<file path="src/rtl/fp_add_pkg.sv">
// fp_add_pkg: shared FSM states, exponent ALU selects and the default alignment ceiling.
package fp_add_pkg;
  typedef enum logic [2:0] {S_IDLE, S_CMP, S_ALIGN, S_EXP, S_DONE} state_t;
  localparam logic [1:0] ALU_B_MINUS_A = 2'b00;
  localparam logic [1:0] ALU_A_MINUS_B = 2'b01;
  localparam logic [1:0] ALU_PASS_A    = 2'b10;
  localparam int MAX_SHIFT_DEF = 24;
endpackage

</file>
<file path="src/rtl/align_counter.sv">
// align_counter: 8-bit loadable down-counter for alignment shifts; ALIGN_SAT_EN clamps the load to MAX_SHIFT.
module align_counter
  import fp_add_pkg::*;
#(
  parameter int MAX_SHIFT = MAX_SHIFT_DEF
) (
  input  logic       clk,
  input  logic       rst_n,
  input  logic       load_i,
  input  logic       dec_i,
  input  logic [7:0] d_i,
  output logic       last_o,
  output logic       zero_o
);
  localparam logic [7:0] SAT = 8'(MAX_SHIFT);
`ifdef ALIGN_SAT_EN
  localparam bit SAT_EN = 1'b1;
`else
  localparam bit SAT_EN = 1'b0;
`endif
  logic [7:0] cnt_q, cnt_d;
  always_comb cnt_d = load_i ? ((SAT_EN && d_i > SAT) ? SAT : d_i) : dec_i ? cnt_q - 8'd1 : cnt_q;
  always_ff @(posedge clk)
    if (!rst_n) cnt_q <= '0;
    else cnt_q <= cnt_d;
  assign last_o = cnt_q == 8'd1;
  assign zero_o = cnt_q == 8'd0;
endmodule

</file>
<file path="src/rtl/exp_align_ctrl.sv">
// exp_align_ctrl: exponent-path sequencer of the FP adder (compare, align shifts, larger exponent out).
// Optional ALIGN_SAT_EN caps the shift count at MAX_SHIFT.
module exp_align_ctrl
  import fp_add_pkg::*;
#(
  parameter int MAX_SHIFT = MAX_SHIFT_DEF
) (
  input  logic       clk,
  input  logic       rst_n,
  input  logic       start,
  input  logic [7:0] exp_a,
  input  logic [7:0] exp_b,
  input  logic [7:0] alu_res,
  output logic [7:0] alu_a,
  output logic [7:0] alu_b,
  output logic [1:0] alu_sel,
  output logic       shift_en,
  output logic       shift_b,
  output logic       busy,
  output logic       done,
  output logic [7:0] exp_out
);
  state_t state_q, state_d;
  logic [7:0] ea_q, eb_q, exp_out_q;
  logic shift_b_q, last, zero, ge;
  assign ge = ea_q >= eb_q;
  align_counter #(.MAX_SHIFT(MAX_SHIFT)) u_cnt (
    .clk(clk), .rst_n(rst_n), .load_i(state_q == S_CMP), .dec_i(state_q == S_ALIGN),
    .d_i(alu_res), .last_o(last), .zero_o(zero)
  );
  always_comb begin
    state_d = state_q;
    alu_a = '0;
    alu_b = '0;
    alu_sel = ALU_PASS_A;
    shift_en = 1'b0;
    case (state_q)
      S_IDLE: state_d = start ? S_CMP : S_IDLE;
      S_CMP: begin
        alu_a = ea_q;
        alu_b = eb_q;
        alu_sel = ge ? ALU_A_MINUS_B : ALU_B_MINUS_A;
        state_d = alu_res != 8'd0 ? S_ALIGN : S_EXP;
      end
      S_ALIGN: begin
        shift_en = 1'b1;
        state_d = (last || zero) ? S_EXP : S_ALIGN;
      end
      S_EXP: begin
        alu_a = shift_b_q ? ea_q : eb_q;
        state_d = S_DONE;
      end
      default: state_d = S_IDLE;
    endcase
  end
  always_ff @(posedge clk) begin
    if (!rst_n) begin
      state_q <= S_IDLE;
      ea_q <= '0;
      eb_q <= '0;
      shift_b_q <= 1'b0;
      exp_out_q <= '0;
    end else begin
      state_q <= state_d;
      if (state_q == S_IDLE && start) begin
        ea_q <= exp_a;
        eb_q <= exp_b;
      end
      if (state_q == S_CMP) shift_b_q <= ge;
      if (state_q == S_EXP) exp_out_q <= alu_res;
    end
  end
  // shift_b must already be valid in CMP, before the compare result is registered
  assign shift_b = state_q == S_CMP ? ge : shift_b_q;
  assign busy = state_q != S_IDLE;
  assign done = state_q == S_DONE;
  assign exp_out = exp_out_q;
endmodule

</file>
<file path="config.mk">
export PLATFORM = sky130hd
export DESIGN_NAME = exp_align_ctrl
export DESIGN_NICKNAME = d
export VERILOG_FILES = /design/src/rtl/fp_add_pkg.sv /design/src/rtl/align_counter.sv /design/src/rtl/exp_align_ctrl.sv
export SDC_FILE = /design/constraint.sdc
export NUM_CORES = 1
export LEC_CHECK = 0
export CORE_UTILIZATION = 51
export DETAILED_ROUTE_END_ITERATION = 10
export MAX_ROUTING_LAYER = met4
export PLACE_DENSITY = 0.85
export SLEW_MARGIN = 20
export SYNTH_ARGS = -nofsm -noshare
export SYNTH_HDL_FRONTEND = slang
export SYNTH_SLANG_ARGS = --single-unit
export TNS_END_PERCENT = 10
</file>
<file path="constraint.sdc">
create_clock -name clk -period 4.15 [get_ports clk]
set_input_delay 1.245 -clock clk [delete_from_list [all_inputs] [get_ports clk]]
set_output_delay 1.245 -clock clk [all_outputs]
set_load 0.01 [all_outputs]
</file>
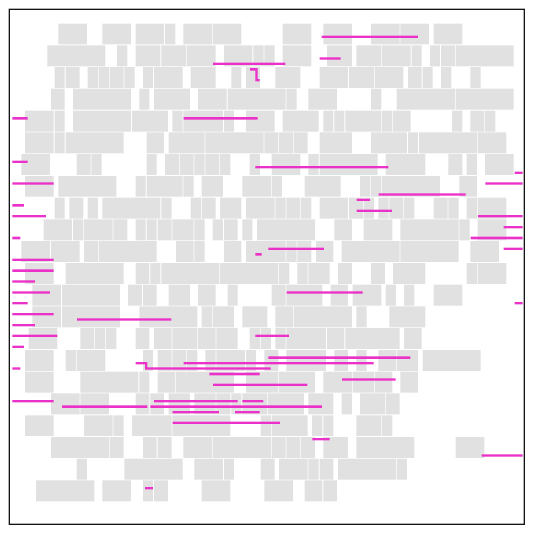
(run_1/layer_met3.png)
(8 px per µm) Cells faint in the background.
share of all routed wire: 6.5%
main direction: horizontal
nets with wire on the layer: 44
longest straight run: 23.5 µm
wire length on this layer: 325 µm
met3 Use GR: 6.07%
WL final: 5.01 mm
via count: 1,973

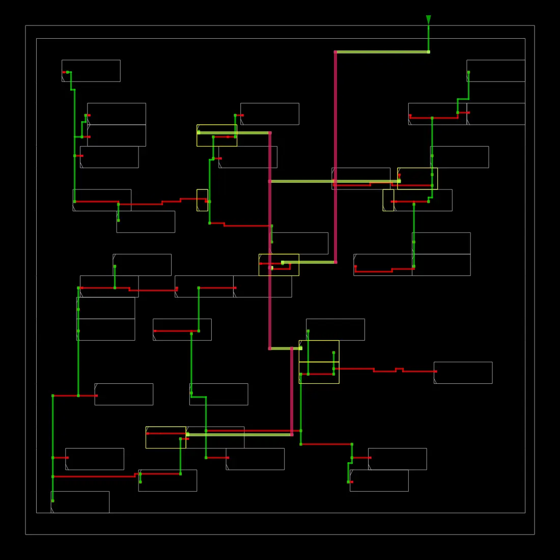
(run_1/clocks.png)
Power Clock: 257 µW
Clock Skews: 0.0109 ns
TritonCTS Buffers: 5

==> metrics.csv, run 1 <==
stage;metric;value;unit
run_status;status;finished, final reports clean;
power;power.density;390;nW/µm²
worst_setup_path;rrSetupSlack;2.34;ns
power;ir_worst_vdd;0.000243;V
synthesis;postSynthSeqShare;36.5;%
layout;fill_cells;310;
layout;drive_gt1_share;5.50;%
min_path;min_to;exp_out[0]$_SDFFE_PN0N_;
synthesis;top_area_share;36.5;%
timing;fmax;271;MHz
grt;grt_pass1_vias;1750;
synthesis;topCellsByArea;dfxtp_1, nand2_1, a21oi_1;
layout;seq_area;721;µm²
synthesis;synth_area;1970;µm²
worst_setup_path;r2r_end;eb_q[4]$_SDFFE_PN0P_;
placed_design;place.gp.congestion;0.917;
synthesis;async_flop_share;0;%
synthesis;common_cells;nand2_1, dfxtp_1, a21oi_1, nor2_1, inv_1;
synthesis;synth_warnings;0;
route;drt_iter0_drc;97;
cts;clk_pin_slew;0.06;ns
worst_setup_path;crit_chain;nor2b_1 > nand2_1 > o21ai_1 > a22o_1 > clkdlybuf4s50_1;
grt;antenna_found_initial;0;
synthesis;synth_dominant_cell_count;nand2_1;
run;maxCapViolCount;0;
route;avgViaCountPerCell;5.53;
route;dr.pass1.iters;4;
synthesis;fp_nets;296;
route;drc_errors;0;
cts;cts_tree;yes;
synthesis;ys_cells;258;
cts;cts_setup_buffers;0;
timing;relSlewSlack;35.2;%
timing;setup_viol;0;
cts;clockBufferDepth;2;
placed_design;portBuffers;56;
die;dieArea;4120;µm²
layout;logic_area;1090;µm²
worst_setup_path;critical_path_class;flip-flop to output port;
power;leakage;0.976;nW
placed_design;hpwl;3.56;mm
layout;diodes;0;
cts;clock_latency;0.29;ns
synthesis;ys.flop_type;dfxtp_1;
timing;layout_min_cycle_time;3.69;ns
worst_setup_path;max_stage_delay;0.53;ns
timing;finalHoldViolations;0;
worst_setup_path;cp-end-kind;output port;
layout;nets;346;
grt;grt_pass1_wl;8.37;mm
timing;grt_setup_unrepaired;false;
worst_setup_path;critPathTopFamily;AND-OR/OR-AND gates;
synthesis;synth_flops;36;
worst_setup_path;reg2reg_depth;5;
cts;cts_hold_buf;0;
route;antenna_left;0;
timing;report.final.slew_viol_count;0;
min_path;min_path_type;flip-flop to flip-flop;
cts;cts.sinks;36;
die;fp_util;53.5;%
layout;final_util;71.1;%
worst_setup_path;critPathBufInv;1;
grt;globalRouteMet1Util;35.7;%
grt;met2_usage;40.7;%
worst_setup_path;startpoint_type;flip-flop;
worst_setup_path;critical_path_arrival;2.44;ns
synthesis;syn_avg_cell_area;7.65;µm²
synthesis;synth-edff-count;0;
power;power.total;1.02;mW
worst_setup_path;worstPathMaxFanout;12;
cts;clock-root-buffer;clkbuf_8;
min_path;hold_depth;2;
worst_setup_path;crit_slowest_cell;clkdlybuf4s50_1;
synthesis;yosysUniqueCellTypes;44;
timing;post-route-period-util;88.9;%
die;die_y;64.2;µm
timing;tightest_slew;0.970;ns
cts;cts_resized;0;
run;warnings;28;
worst_setup_path;worstPathRequired;2.90;ns
grt;grt_busiest_layer;met2;
worst_setup_path;critPathLaunch;state_q[2]$_SDFF_PN0_;
min_path;min_from;exp_out[0]$_SDFFE_PN0N_;
timing;finalSetupTns;0;ns
layout;synthToLayoutAreaGrowth;32.9;%
cts;h-tree-depth;2;
synthesis;yosysChipArea;1970;µm²
worst_setup_path;r2r-start;state_q[0]$_SDFF_PN0_;
die;die_w;64.2;µm
die;design.portCount;57;
synthesis;synthCells;258;
grt;grt_max_degree;32;
synthesis;yosys.area.top_type;dfxtp_1;
grt;overflow;0;
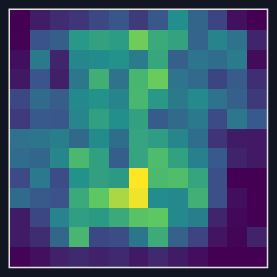
(run_1/metal_density.png)
(4 px per µm) The die is cut into 13 by 13 equal tiles; dark purple is low, yellow is high, scaled to the fullest tile. Values are wire area over tile area, all layers added.
densest ninth of the die: middle
nearly empty tiles: 7.1%
mean over tiles: 0.20
tiles over half the peak: 25%
DR WL/cell: 14.0 µm
GRT Total Usage: 27.0%

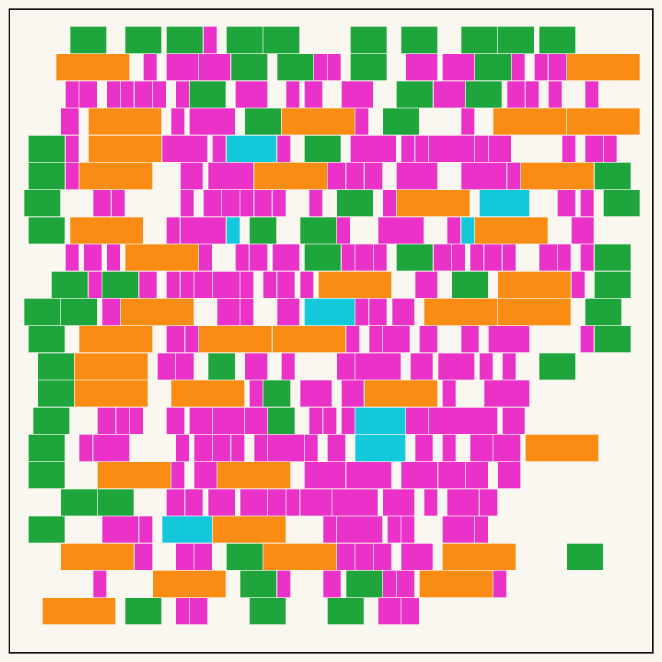
(run_1/placement_by_type.png)
(10 px per µm)
| class | colour | cells |
|---|---|---|
| clock drivers and dummy loads | cyan | 8 |
| combinational and other logic | magenta | 205 |
| sequential cells | orange | 36 |
| remaining buffers and delay cells | green | 60 |
core area: 3690 µm²
# rows: 22

==> run 1: where the power goes <==
part           switching [mW]  internal [mW]
clock                   0.122          0.135
sequential             0.0427          0.383
combinational           0.179          0.162
==> run 1: metal layers <==
metal,wire (µm),vias to the layer above,part of all wire (%)
li1,-,987,-
met1,2330,898,46
met4,74,0,1.5
met2,2290,78,46
met5,0,-,0
met3,325,10,6.5
==> run 1: flip-flops by register name, summed over array words and instances (netlist names) <==
signal and cells:
u_cnt.cnt_q 8, shift_b_q 1, ea_q 8, exp_out 8, eb_q 8, state_q 3
==> run 1: cell families after synthesis <==
| group | after synthesis | synth area share, % |
|---|---|---|
| AND-OR/OR-AND | 68 | 21.2 |
| AND/OR/NAND/NOR | 102 | 24.2 |
| flip-flops | 36 | 36.5 |
| adder cells (fa/ha/maj) | 11 | 6.98 |
| multiplexers | 4 | 2.16 |
| buffers and inverters | 35 | 8.05 |
| XOR/XNOR | 2 | 0.888 |
==> run 1: cell type report <==
type,instances,area share (%)
repair buffers,60,22.5
inverters,18,2.58
multi-input cells,187,41.7
well taps,48,2.29
clock buffers,8,3.44
flip-flops and latches,36,27.5
==> run 1: cell usage in the layout (no fill, tap or decap), types with 2 or more instances in the layout <==
| master | synthesis | final |
|---|---|---|
| mux2i_1 | 2 | 2 |
| inv_1 | 18 | 18 |
| clkbuf_8 | 0 | 6 |
| clkbuf_1 | 5 | 2 |
| ha_1 | 11 | 11 |
| buf_4 | 5 | 4 |
| clkdlybuf4s50_1 | 0 | 56 |
| nor3_1 | 4 | 4 |
| nor4_1 | 2 | 2 |
| or3_1 | 2 | 2 |
| o22ai_1 | 3 | 3 |
| o21ai_0 | 6 | 6 |
| nand3_1 | 6 | 6 |
| dfxtp_1 | 36 | 36 |
| nand2_1 | 47 | 47 |
| and2_1 | 2 | 2 |
| xnor2_1 | 2 | 2 |
| a31oi_1 | 3 | 3 |
| a22o_1 | 8 | 8 |
| a211oi_1 | 3 | 3 |
| nor2_1 | 26 | 26 |
| a21oi_1 | 35 | 35 |
| nand2b_1 | 3 | 3 |
==> run 1: stage by stage <==
stage	std cells	setup slack, ns	area [µm²]	hold slack (ns)
finish	357	0.463	2620	0.463
CTS	357	0.454	2620	0.469
detailed placement	349	0.792	2530	0.454
global route	357	0.291	2620	0.485
floorplan	258	1.44	1970	0.449
global placement	349	0.825	2530	0.452
==> run 1: tightest hold or removal path, cell delays in order, from the launching register on <==
cell	delay, ns
dfxtp_1	0.31
nand2_1	0.05
a21oi_1	0.05
==> run 1: worst max-delay path by stage <==
| stage | end | slack, ns | cells past startpoint |
|---|---|---|---|
| 2_1_floorplan | shift_b | 1.44 | 6 |
| 3_3_place_gp | shift_b | 0.82 | 7 |
| 3_5_place_dp | alu_a[2] | 0.79 | 5 |
| 4_1_cts | alu_a[2] | 0.45 | 5 |
| 5_1_grt | alu_a[2] | 0.29 | 6 |
| 6_report | alu_a[2] | 0.46 | 5 |
==> run 2: changes to the inputs <==
- CORE_UTILIZATION: 51 -> 67
- DONT_BUFFER_PORTS: default -> 1
- PLACE_DENSITY: 0.85 -> 0.83
==> metrics.csv, run 2 <==
stage;metric;value;unit
route;avgViaCountPerCell;6.17;
worst_setup_path;critical_path_arrival;2.55;ns
synthesis;synth_warnings;0;
min_path;hold_depth;2;
grt;grt_max_degree;32;
power;leakage;0.767;nW
placed_design;dp_slack;0.742;ns
synthesis;postSynthSeqShare;36.5;%
timing;setup_viol;0;
route;drt_iter0_drc;91;
layout;drive_gt1_share;6.77;%
route;antenna_left;0;
placed_design;place.gp.congestion;0.862;
power;power.density;482;nW/µm²
run_status;status;finished, final reports clean;
cts;h-tree-depth;2;
synthesis;synth_dominant_cell_count;nand2_1;
layout;lay_top_cells;nand2_1, dfxtp_1, a21oi_1, nor2_1, inv_1;
layout;layout_top_cell;nand2_1;
run;warnings;28;
timing;skew;0.0148;ns
timing;relSlewSlack;40.1;%
die;dieArea;3170;µm²
timing;finalSetupTns;0;ns
worst_setup_path;crit_slowest_cell;dfxtp_1;
grt;antenna_found_initial;0;
power;ir_worst_vdd;0.000493;V
grt;grt_pass1_vias;1580;
worst_setup_path;startpoint_type;flip-flop;
synthesis;synth-edff-count;0;
layout;diodes;0;
timing;tightest_slew;0.897;ns
synthesis;syn_avg_cell_area;7.65;µm²
die;core;2780;µm²
synthesis;async_flop_share;0;%
run;maxCapViolCount;0;
route;wl;4.33;mm
synthesis;ys.flop_type;dfxtp_1;
synthesis;fp_nets;296;
grt;grt_pass1_wl;7.07;mm
cts;clockBufferDepth;2;
synthesis;topCellsByArea;dfxtp_1, nand2_1, a21oi_1;
worst_setup_path;cp-end-kind;output port;
timing;layout_min_cycle_time;3.80;ns
cts;cts_tree;yes;
placed_design;hpwl;3.19;mm
route;wire_per_inst;15.4;µm
cts;clk_pin_slew;0.12;ns
synthesis;yosysUniqueCellTypes;44;
route;vias;1740;
timing;post-route-period-util;91.5;%
synthesis;top_area_share;36.5;%
synthesis;common_cells;nand2_1, dfxtp_1, a21oi_1, nor2_1, inv_1;
synthesis;synthCells;258;
layout;final_util;73.0;%
cts;cts_resized;0;
die;design.portCount;57;
cts;cts_hold_buf;0;
timing;setup_slack;0.351;ns
synthesis;synth_flops;36;
worst_setup_path;max_stage_delay;0.73;ns
grt;overflow;0;
timing;report.final.slew_viol_count;0;
worst_setup_path;crit_chain;nand2b_1 > nor2_2 > inv_1 > o21ai_1 > a22o_1;
die;die_y;56.3;µm
timing;fmax;263;MHz
synthesis;yosysChipArea;1970;µm²
cts;cts_setup_buffers;0;
die;fp_util;70.9;%
die;die_w;56.3;µm
placed_design;place_area;1940;µm²
worst_setup_path;worstPathRequired;2.90;ns
layout;nets;288;
route;drc_errors;0;
worst_setup_path;critical_path_class;flip-flop to output port;
cts;cts_buffers;5;
synthesis;yosys.area.top_type;dfxtp_1;
placed_design;portBuffers;0;
worst_setup_path;reg2reg_depth;6;
cts;clock-root-buffer;clkbuf_4;
layout;synthToLayoutAreaGrowth;2.92;%
synthesis;ys_cells;258;
synthesis;synth_area;1970;µm²
grt;grt_usage;30.2;%
timing;grt_setup_unrepaired;false;
min_path;min_path_type;flip-flop to flip-flop;
timing;hold_slack;0.486;ns
worst_setup_path;worstPathMaxFanout;18;
timing;finalHoldViolations;0;
route;dr.pass1.iters;4;
die;fp-row-count;19;
[run 2: cell counts after synthesis]
No cell type changed its count.
[run 2: per-stage QoR]
| step | power [mW] | instances |
|---|---|---|
| after floorplan | 0.660 | 258 |
| after global placement | 0.697 | 274 |
| after global routing | 1.04 | 282 |
| after CTS | 0.981 | 282 |
| final | 0.979 | 282 |
| after detailed placement | 0.704 | 274 |
[run 2: cell families after synthesis]
logic type	share of synthesized area [%]
adders and majority gates	6.98
DFF	36.5
muxes	2.16
xor gates and xnor gates	0.888
and+or+nand+nor	24.2
buffers and inverters	8.05
AOI/OAI and AO/OA	21.2
[run 2: cell type report]
cell class              count  area, µm²
well taps                  31       38.8
multi-input cells         187       1090
clock inverters             1       30.0
clock buffers               7       65.1
fillers                   238        751
flip-flops and latches     36        721
repair buffers              2       15.0
inverters                  18       67.6
[run 2: metal layers]
| layer | vias to the layer above | track usage (%) | share of wire, % |
|---|---|---|---|
| met5 | - | - | 0 |
| met4 | 0 | 15.7 | 2.3 |
| met3 | 13 | 7.83 | 9.3 |
| met2 | 68 | 42.3 | 45 |
| met1 | 791 | 40.0 | 44 |
| li1 | 868 | - | - |
[run 2: path summary, 6_finish.rpt]
check | startpoint | end | slack (ns)
max | state_q[0]$_SDFF_PN0_ | alu_a[5] | 0.35
min | ea_q[0]$_SDFFE_PN0P_ | ea_q[0]$_SDFFE_PN0P_ | 0.49
max reg2reg | state_q[0]$_SDFF_PN0_ | state_q[0]$_SDFF_PN0_ | 2.03
min reg2reg | ea_q[0]$_SDFFE_PN0P_ | ea_q[0]$_SDFFE_PN0P_ | 0.49
[run 2: worst max-delay path: cells and delay by family (launching register included)]
family	cells	cell delay [ns]
buf+inv	1	0.31
compound gates	2	0.67
flops	1	0.73
simple gates	2	0.50
[run 2: power breakdown]
part / leakage [nW] / internal [mW] / switching [mW]
sequential: 0.294 / 0.383 / 0.0471
clock: 0.0515 / 0.160 / 0.122
combinational: 0.421 / 0.109 / 0.159
total: 0.767 / 0.652 / 0.327
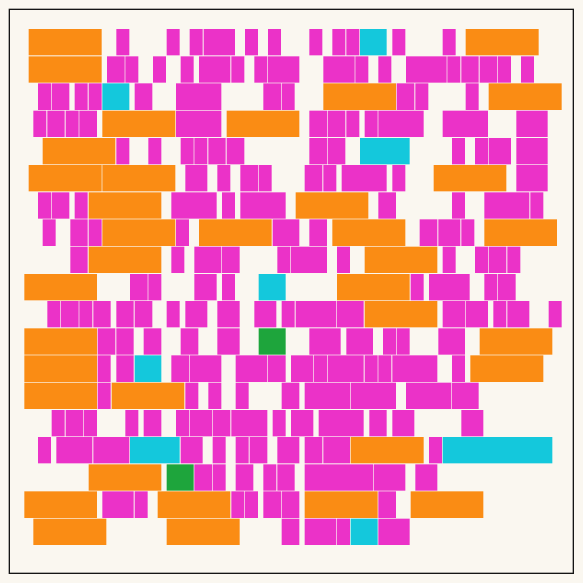
(run_2/placement_by_type.png)
(10 px per µm)
| class | colour | cells |
|---|---|---|
| remaining buffers and delay cells | green | 2 |
| clock drivers and dummy loads | cyan | 8 |
| sequential cells | orange | 36 |
| combinational and other logic | magenta | 205 |
flop share of the area: 35.5%
cell area after layout: 2030 µm²

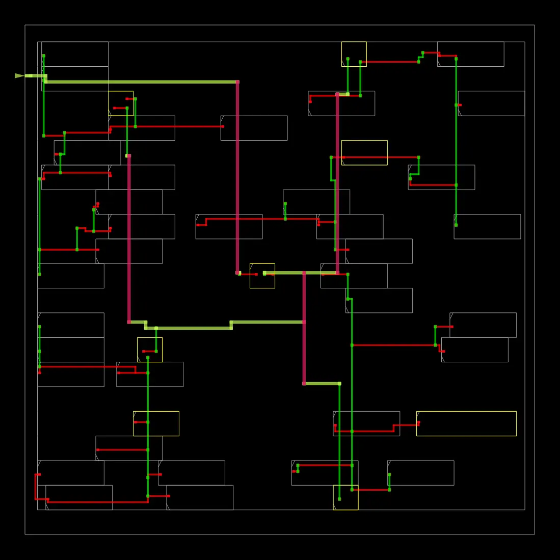
(run_2/clocks.png)
clk ins delay skew pair: 0.36 ns
Power Clock: 281 µW
Flop Count: 36
clk sinks: 36

Power and IR drop assume default switching activity.
